## src/rtl/tia_playfield_serializer.sv

```systemverilog
// tia_playfield_serializer: playfield registers, horizontal counter and 20-bit playfield serialiser
`timescale 1ns/1ps
module tia_playfield_serializer #(
  parameter int PIXELS_PER_BIT = 4,
  parameter int HBLANK_CLOCKS = 68,
  parameter int LINE_CLOCKS = 228,
  parameter bit BUFFERED = 1'b0
) (
  input  logic       clk,
  input  logic       reset_bar,
  input  logic       line_start,
  input  logic       wr_en,
  input  logic [1:0] wr_sel,
  input  logic [7:0] wr_data,
  output logic [7:0] hpos,
  output logic       blank,
  output logic       pf,
  output logic       pf_right,
  output logic       ctrl_score
);
  localparam logic [7:0] HB = 8'(HBLANK_CLOCKS);
  localparam logic [7:0] LAST = 8'(LINE_CLOCKS - 1);
  localparam logic [7:0] HALF = 8'(20 * PIXELS_PER_BIT);
  localparam logic [7:0] PPB = 8'(PIXELS_PER_BIT);
  logic [7:0] hcount, x, xr, rev;
  logic [4:0] idx;
  logic [19:0] act_bits, sh_bits, base_bits, nxt_bits;
  logic [1:0] act_ctrl, sh_ctrl, base_ctrl, nxt_ctrl;
  logic commit, vis, right, pix;
  assign hpos = hcount;
  assign ctrl_score = act_ctrl[1];
  assign commit = line_start || hcount == LAST;
  assign rev = {<<{wr_data}};
  // merge a register write into whichever copy receives writes (shadow when buffered)
  always_comb begin
    base_bits = BUFFERED ? sh_bits : act_bits;
    base_ctrl = BUFFERED ? sh_ctrl : act_ctrl;
    nxt_bits[3:0] = (wr_en && wr_sel == 2'd0) ? wr_data[7:4] : base_bits[3:0];
    nxt_bits[11:4] = (wr_en && wr_sel == 2'd1) ? rev : base_bits[11:4];
    nxt_bits[19:12] = (wr_en && wr_sel == 2'd2) ? wr_data : base_bits[19:12];
    nxt_ctrl = (wr_en && wr_sel == 2'd3) ? wr_data[1:0] : base_ctrl;
  end
  // select the playfield bit for the current colour clock, mirrored in the right half when reflecting
  always_comb begin
    vis = hcount >= HB;
    x = hcount - HB;
    right = vis && x >= HALF;
    xr = right ? x - HALF : x;
    idx = vis ? 5'(xr / PPB) : 5'd0;
    pix = vis && act_bits[(right && act_ctrl[0]) ? 5'd19 - idx : idx];
  end
  // counter, registered pixel outputs and register commit
  always_ff @(posedge clk) begin
    if (!reset_bar) begin
      hcount <= '0;
      blank <= 1'b1;
      pf <= 1'b0;
      pf_right <= 1'b0;
      act_bits <= '0;
      act_ctrl <= '0;
      sh_bits <= '0;
      sh_ctrl <= '0;
    end else begin
      hcount <= commit ? 8'd0 : hcount + 8'd1;
      blank <= !vis;
      pf <= pix;
      pf_right <= right;
      if (BUFFERED) begin
        sh_bits <= nxt_bits;
        sh_ctrl <= nxt_ctrl;
        if (commit) begin
          act_bits <= nxt_bits;
          act_ctrl <= nxt_ctrl;
        end
      end else begin
        act_bits <= nxt_bits;
        act_ctrl <= nxt_ctrl;
      end
    end
  end
endmodule

```

## config.mk

```make
export PLATFORM = sky130hd
export DESIGN_NAME = tia_playfield_serializer
export DESIGN_NICKNAME = d
export VERILOG_FILES = /design/src/rtl/tia_playfield_serializer.sv
export SDC_FILE = /design/constraint.sdc
export NUM_CORES = 1
export LEC_CHECK = 0
export ABC_AREA = 1
export CORE_MARGIN = 2
export CORE_UTILIZATION = 25
export DETAILED_ROUTE_END_ITERATION = 12
export GPL_TIMING_DRIVEN = 0
export SETUP_SLACK_MARGIN = 0.05
export SLEW_MARGIN = 25
export SYNTH_ARGS = -nofsm -noshare
export SYNTH_HDL_FRONTEND = slang
export SYNTH_SLANG_ARGS = --single-unit
```

## constraint.sdc

```tcl
create_clock -name clk -period 7.5 [get_ports clk]
set_input_delay 0.75 -clock clk [delete_from_list [all_inputs] [get_ports clk]]
set_output_delay 0.75 -clock clk [all_outputs]
set_load 0.01 [all_outputs]
```

wire_density.png
The bar under the picture is 20 um long. 18 x 18 tiles, from dark purple (low) to yellow (high), scaled to the fullest tile. Values are wire area over tile area, all layers added.
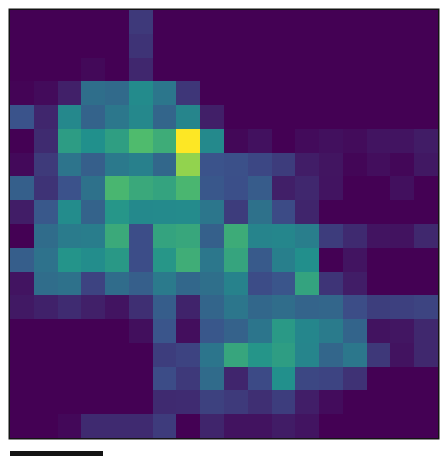
fullest tile	0.47
nearly empty tiles	40%
mean over tiles	0.079
densest ninth of the die	middle
tiles over half the peak	7.7%
emptiest ninth of the die	top right

registers.png
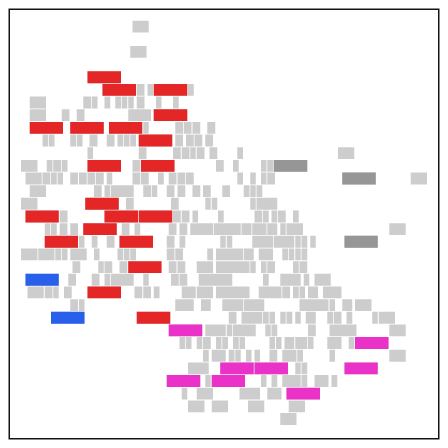
colour	name in the netlist	placed flops
blue	act_ctrl	2
red	act_bits	20
magenta	hpos	8

final_placement.png
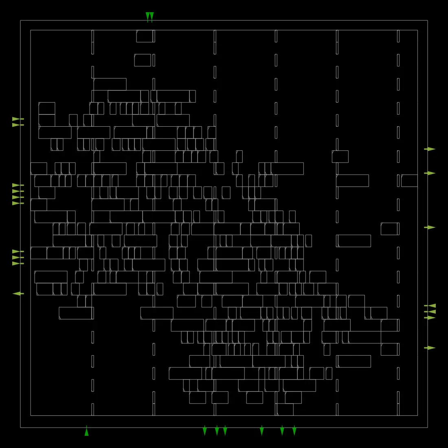
final core occ: 31.8%
Filler Cells Inserted: 842
Seq/total area: 27.3%

==> flow_metrics.tcl <==
# implementation run metrics
set metrics [dict create \
    fin_crit_ns 3.07 \
    wl_met2_um 1810 \
    synth_cell_type_count 27 \
    place_area_sq_mm 0.00231 \
    peakVddDrop_uv 67.8 \
    fa_ha_area_share_pct 5.82 \
    maxSlewHeadroom_pct 56.7 \
    tightest_slew_ns 0.649 \
    crit_path_max_incr_delay_ns 0.52 \
    cts_tree "yes" \
    yosysWarnings 0 \
    ios 26 \
    mux_area_share_pct 0 \
    post-cts-setup-buffers 0 \
    drv_slew 0 \
    clkbuf_count 6 \
    end_kind "flip-flop" \
    first_pass_iters 5 \
    buf_share_pct 10.8 \
    yosys.area.top_type "dfxtp_1" \
    globalRouteTotalUtil_pct 10.9 \
    hpwl_um 3250 \
    comb_cells 190 \
    nNetsFinal 325 \
    pre_cts_slack_ns 4.42 \
    postLayoutCellArea_sq_mm 0.00242 \
    initCoreUtil_pct 25.4 \
    worstHoldStart "act_ctrl[1]" \
    inv_count 44 \
    xor_share_pct 1.81 \
    crit_start "hpos[2]" \
    p_int_uw 271 \
    worst-path-stages 20 \
    cts_buffer_depth 2 \
    holdPathEnd "act_ctrl[1]" \
    synth_simple_gate_area_share_pct 35.3 \
    routed_wl_um 4270 \
    syn_nets 293 \
    power.switching_uw 93.7 \
    p_total_uw 364 \
    syn-instance-count 270 \
    tool_warnings 31 \
    cts_max_level 2 \
    diodes 0 \
    ys_cells 270 \
    mi_logic_area_sq_mm 0.00110 \
    fin_cells 405 \
    ant_nets 0 \
    root_buffer "clkbuf_8" \
    core_area_sq_mm 0.00761 \
    regArea_sq_um 661 \
    n_tap_cell 102 \
    crit_path_max_fanout 8 \
    sh_comb_area_pct 45.4 \
    numSynthFlops 33 \
    antenna_found_initial 0 \
    path_cells "inv_1, ha_1, inv_1, nor2_1, nor2_1, inv_1, ha_1, nand3_1, nand2_1, nand3_2, nand2_4, a21oi_1, o21ai_2, ha_1, o21ai_0, nand2_1, inv_1, nand2_1, nand2_1, nor2_1" \
    arrival_ns 3.26 \
    clk_latency_ns 0.29 \
    final_hold_viol_count 0 \
    fmax_mhz 326 \
    worstPathRequired_ns 7.70 \
    path_class "flip-flop to flip-flop" \
    topCellsByArea "dfxtp_1 34%, nand3_1 11%, nor2_1 8.2%, inv_1 7.6%, o21ai_0 6.2%" \
    drcViolationCount 0 \
    final_cell_mix "42 x nor2_1, 41 x nand3_1, 39 x inv_1" \
    hp-class "flip-flop to flip-flop" \
    r2r_setup_slack_ns 4.43 \
    fp-row-count 32 \
    run_status "completed" \
]
==> synth_stat cells, drive strengths merged <==
cell,number
a2111oi,1
a21oi,12
clkbuf,3
dfxtp,33
ha,9
inv,44
nand2,44
nand3,46
nor2,43
nor3,1
o211ai,2
o21ai,27
o311ai,1
xnor2,1
xor2,3
==> power by group through the flow <==
stage	Clock (uW)	Combinational (uW)	Sequential [uW]
3_3_place_gp	0	29.5	190
4_1_cts	152	30.1	186
5_1_grt	158	34.4	187
6_report	148	30.0	186
3_5_place_dp	0	30.0	190
2_1_floorplan	0	15.4	189
==> state kept, by name (all words and copies together) (netlist names) <==
| register | cells |
|---|---|
| blank | 1 |
| act_ctrl | 2 |
| pf_right | 1 |
| pf | 1 |
| act_bits | 20 |
| hpos | 8 |
Power is estimated from default activity; no workload was simulated.
